File: src/rtl/sub_rr_arbiter_if.sv
// Request/response bundle between the requesters, the shared-subtractor
// arbiter and the result consumer.
interface sub_rr_arbiter_if #(
  parameter int WIDTH = 8,
  parameter int NREQ  = 4,
  parameter int IDW   = $clog2(NREQ)
);
  logic [NREQ-1:0]       req;
  logic [NREQ*WIDTH-1:0] a_in;
  logic [NREQ*WIDTH-1:0] b_in;
  logic [NREQ-1:0]       gnt;
  logic                  res_valid;
  logic                  res_ready;
  logic [WIDTH-1:0]      res_diff;
  logic                  res_borrow;
  logic [IDW-1:0]        res_id;
  logic [15:0]           op_count;

  modport master (
    output req, a_in, b_in, res_ready,
    input  gnt, res_valid, res_diff, res_borrow, res_id, op_count
  );

  modport slave (
    input  req, a_in, b_in, res_ready,
    output gnt, res_valid, res_diff, res_borrow, res_id, op_count
  );
endinterface

File: src/rtl/sub_rr_arbiter.sv
// Round-robin arbiter sharing one subtractor among NREQ requesters, with a
// single-entry valid/ready result slot and a completed-result counter.
module param_subtractor #(
  parameter int WIDTH = 8
) (
  input  logic [WIDTH-1:0] a_i,
  input  logic [WIDTH-1:0] b_i,
  output logic [WIDTH-1:0] diff_o,
  output logic             borrow_o
);
  logic [WIDTH:0] sum;

  // a + ~b + 1; a missing carry-out means a < b
  assign sum      = {1'b0, a_i} + {1'b0, ~b_i} + {{WIDTH{1'b0}}, 1'b1};
  assign diff_o   = sum[WIDTH-1:0];
  assign borrow_o = ~sum[WIDTH];
endmodule

module sub_rr_arbiter #(
  parameter int WIDTH = 8,
  parameter int NREQ  = 4,
  parameter int IDW   = $clog2(NREQ)
) (
  input  logic              clk,
  input  logic              rst_n,
  sub_rr_arbiter_if.slave   bus
);
  typedef enum logic {EMPTY, FULL} state_e;

  state_e           state_q, state_d;
  logic [IDW-1:0]   ptr_q, ptr_d;
  logic [WIDTH-1:0] diff_q;
  logic             borrow_q;
  logic [IDW-1:0]   id_q;
  logic [15:0]      op_count_q;

  logic             res_valid;
  logic             can_accept;
  logic             grant_en;
  logic             drain;
  logic             hi_found, lo_found;
  logic [IDW-1:0]   hi_idx, lo_idx, sel_idx;
  logic [WIDTH-1:0] a_sel, b_sel, sub_diff;
  logic             sub_borrow;

  // Rotating priority: lowest pending index above ptr, else lowest pending overall
  always_comb begin
    hi_found = 1'b0;
    lo_found = 1'b0;
    hi_idx   = '0;
    lo_idx   = '0;
    for (int unsigned i = 0; i < NREQ; i++) begin
      if (bus.req[i] && !hi_found && (IDW'(i) > ptr_q)) begin
        hi_found = 1'b1;
        hi_idx   = IDW'(i);
      end
      if (bus.req[i] && !lo_found) begin
        lo_found = 1'b1;
        lo_idx   = IDW'(i);
      end
    end
    sel_idx = hi_found ? hi_idx : lo_idx;
  end

  always_comb begin
    a_sel = '0;
    b_sel = '0;
    for (int unsigned i = 0; i < NREQ; i++) begin
      if (IDW'(i) == sel_idx) begin
        a_sel = bus.a_in[i*WIDTH +: WIDTH];
        b_sel = bus.b_in[i*WIDTH +: WIDTH];
      end
    end
  end

  param_subtractor #(.WIDTH(WIDTH)) u_sub (
    .a_i      (a_sel),
    .b_i      (b_sel),
    .diff_o   (sub_diff),
    .borrow_o (sub_borrow)
  );

  always_ff @(posedge clk or negedge rst_n) begin
    if (!rst_n) begin
      state_q <= EMPTY;
      ptr_q   <= IDW'(NREQ - 1);
    end else begin
      state_q <= state_d;
      ptr_q   <= ptr_d;
    end
  end

  always_comb begin
    state_d = state_q;
    ptr_d   = ptr_q;
    if (grant_en) begin
      state_d = FULL;
      ptr_d   = sel_idx;
    end else if (drain) begin
      state_d = EMPTY;
    end
  end

  // gnt is masked by rst_n so nothing is accepted while reset is held
  always_comb begin
    res_valid  = (state_q == FULL);
    can_accept = (state_q == EMPTY) || bus.res_ready;
    drain      = res_valid && bus.res_ready;
    grant_en   = can_accept && (|bus.req) && rst_n;
  end

  always_ff @(posedge clk or negedge rst_n) begin
    if (!rst_n) begin
      diff_q   <= '0;
      borrow_q <= 1'b0;
      id_q     <= '0;
    end else if (grant_en) begin
      diff_q   <= sub_diff;
      borrow_q <= sub_borrow;
      id_q     <= sel_idx;
    end
  end

  always_ff @(posedge clk or negedge rst_n) begin
    if (!rst_n) begin
      op_count_q <= '0;
    end else if (drain) begin
      op_count_q <= op_count_q + 16'd1;
    end
  end

  assign bus.gnt        = grant_en ? (NREQ'(1) << sel_idx) : '0;
  assign bus.res_valid  = res_valid;
  assign bus.res_diff   = diff_q;
  assign bus.res_borrow = borrow_q;
  assign bus.res_id     = id_q;
  assign bus.op_count   = op_count_q;
endmodule

File: src/flat_wrapper.sv
// flat-port wrapper written by rule: the top's interface ports become plain ports
module sub_rr_arbiter_flat 
#(
  parameter int WIDTH = 8,
  parameter int NREQ  = 4,
  parameter int IDW   = $clog2(NREQ)
)
  (clk, rst_n, bus_req, bus_a_in, bus_b_in, bus_res_ready, bus_gnt, bus_res_valid, bus_res_diff, bus_res_borrow, bus_res_id, bus_op_count);
  sub_rr_arbiter_if #(.WIDTH(WIDTH), .NREQ(NREQ), .IDW(IDW)) bus_i ();
  input  logic clk;
  input  logic rst_n;
  input wire logic [$bits(bus_i.req)-1:0] bus_req;
  input wire logic [$bits(bus_i.a_in)-1:0] bus_a_in;
  input wire logic [$bits(bus_i.b_in)-1:0] bus_b_in;
  input wire logic [$bits(bus_i.res_ready)-1:0] bus_res_ready;
  output wire logic [$bits(bus_i.gnt)-1:0] bus_gnt;
  output wire logic [$bits(bus_i.res_valid)-1:0] bus_res_valid;
  output wire logic [$bits(bus_i.res_diff)-1:0] bus_res_diff;
  output wire logic [$bits(bus_i.res_borrow)-1:0] bus_res_borrow;
  output wire logic [$bits(bus_i.res_id)-1:0] bus_res_id;
  output wire logic [$bits(bus_i.op_count)-1:0] bus_op_count;
  assign bus_i.req = bus_req;
  assign bus_i.a_in = bus_a_in;
  assign bus_i.b_in = bus_b_in;
  assign bus_i.res_ready = bus_res_ready;
  assign bus_gnt = bus_i.gnt;
  assign bus_res_valid = bus_i.res_valid;
  assign bus_res_diff = bus_i.res_diff;
  assign bus_res_borrow = bus_i.res_borrow;
  assign bus_res_id = bus_i.res_id;
  assign bus_op_count = bus_i.op_count;
  sub_rr_arbiter #(.WIDTH(WIDTH), .NREQ(NREQ), .IDW(IDW)) u_core (.clk(clk), .rst_n(rst_n), .bus(bus_i));
endmodule
File: config.mk
export PLATFORM = sky130hd
export DESIGN_NAME = sub_rr_arbiter_flat
export DESIGN_NICKNAME = d
export VERILOG_FILES = /design/src/rtl/sub_rr_arbiter_if.sv /design/src/rtl/sub_rr_arbiter.sv /design/src/flat_wrapper.sv
export SDC_FILE = /design/constraint.sdc
export NUM_CORES = 1
export LEC_CHECK = 0
export CORE_MARGIN = 2
export CORE_UTILIZATION = 40
export CTS_BUF_LIST = sky130_fd_sc_hd__clkbuf_16
export DETAILED_ROUTE_END_ITERATION = 12
export PLACE_DENSITY = 0.8
export SETUP_SLACK_MARGIN = 0.2
export SLEW_MARGIN = 30
export SYNTH_ARGS = -nofsm -noshare
export SYNTH_HDL_FRONTEND = slang
export SYNTH_HIERARCHICAL = 1
export SYNTH_SLANG_ARGS = --single-unit
File: constraint.sdc
create_clock -name clk -period 10.95 [get_ports clk]
set_clock_uncertainty 0.15 [all_clocks]
set_input_delay 3.285 -clock clk [delete_from_list [all_inputs] [get_ports clk]]
set_output_delay 3.285 -clock clk [all_outputs]
set_load 0.02 [all_outputs]
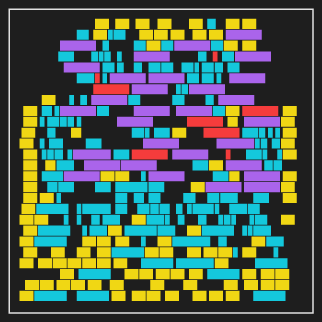
(images/placement_by_type.png)
Scale: 4 px per um.
legend:
  combinational and other logic:
    colour: cyan
    cells: 139
  clock drivers and dummy loads:
    colour: red
    cells: 8
  remaining buffers and delay cells:
    colour: yellow
    cells: 106
  sequential cells:
    colour: purple
    cells: 30

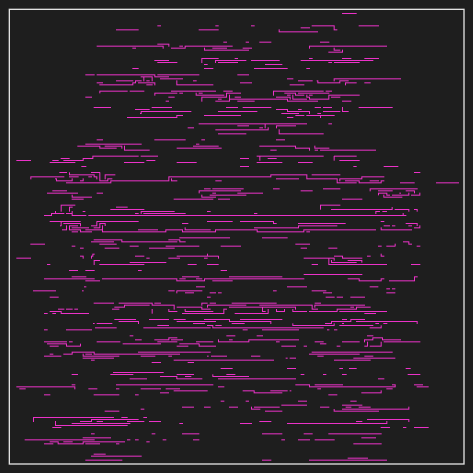
(images/layer_met1.png)
Scale: 6 px per um.
longest straight run: 52.9 um
wire length on this layer: 2,100 um
share of all routed wire: 42%

==> run summary <==
Max Slew Vio Count = 0
Yosys Instances = 173
Crit path top cell by count = clkdlybuf4s50_1
Synthesized area = 2050 um2
Status = finished clean
Met1 Use GR = 23.8%
ClkCell Share = 4.15%
Max_slew headroom = 48.6%
GRT Util Overall = 19.1%
Buffers and inverters on the worst path = 3
Top post-synthesis cells by count = dfrtp_1, inv_1, mux4_2, xnor2_1, mux2_2
Final Non-Filler Cells = 353
Dominant cell type by area after synthesis = dfrtp_1
Nonclk buf count = 106
NonClk Buf Share = 32.0%
Resized cells post-CTS = 0
Synth Area in Adders = 6.48%
Most numerous logic cells after layout = clkdlybuf4s50_1, dfrtp_1, inv_1, mux4_2, xnor2_1
Register share of total power = 25.5%
Critical path's top delay family = buffers and inverters
Drt pass-1 iters = 4
XOR/XNOR Area Share = 8.98%
Fillers = 430
Late-Pin Clk Latency = 0.26 ns
Cell Type Count = 38
Initial antenna violation count = 0
Met3 GRT Util = 3.04%
Max reg flops = 16
Fmax = 114 MHz
Tap cells = 70
TritonCTS clock tree = yes
RR Startpoint = u_core/ptr_q[0]
Comb area share = 36.4%
Metal3 WL = 160 um
First-pass GRT wire length = 8220 um
CTS Buffer Depth = 2
Seq Cell Count = 30
Sequential area share after synthesis = 36.8%
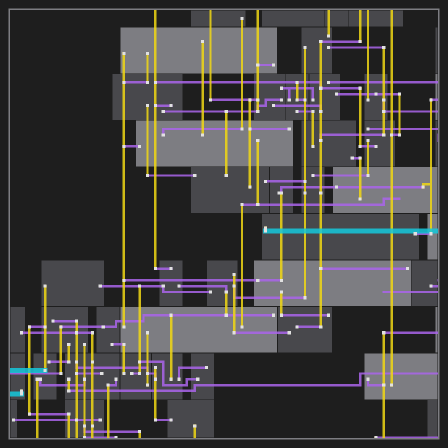
(images/detail.png)
Region (6, 44) to (31, 69) um. Cells in grey, sequential cells in the stronger grey; small squares are vias.
legend:
  metal 1:
    colour: purple
  metal 2:
    colour: yellow
  metal 3:
    colour: cyan
sequential cells in the window: 5
most frequent: dfrtp_1 (5), inv_1 (4)
cells with their middle in the window: 30
netlist names of flops here include: `u_core/bus.op_count` (4), `u_core/bus.res_valid` (1)

Power is estimated from default activity; no workload was simulated.
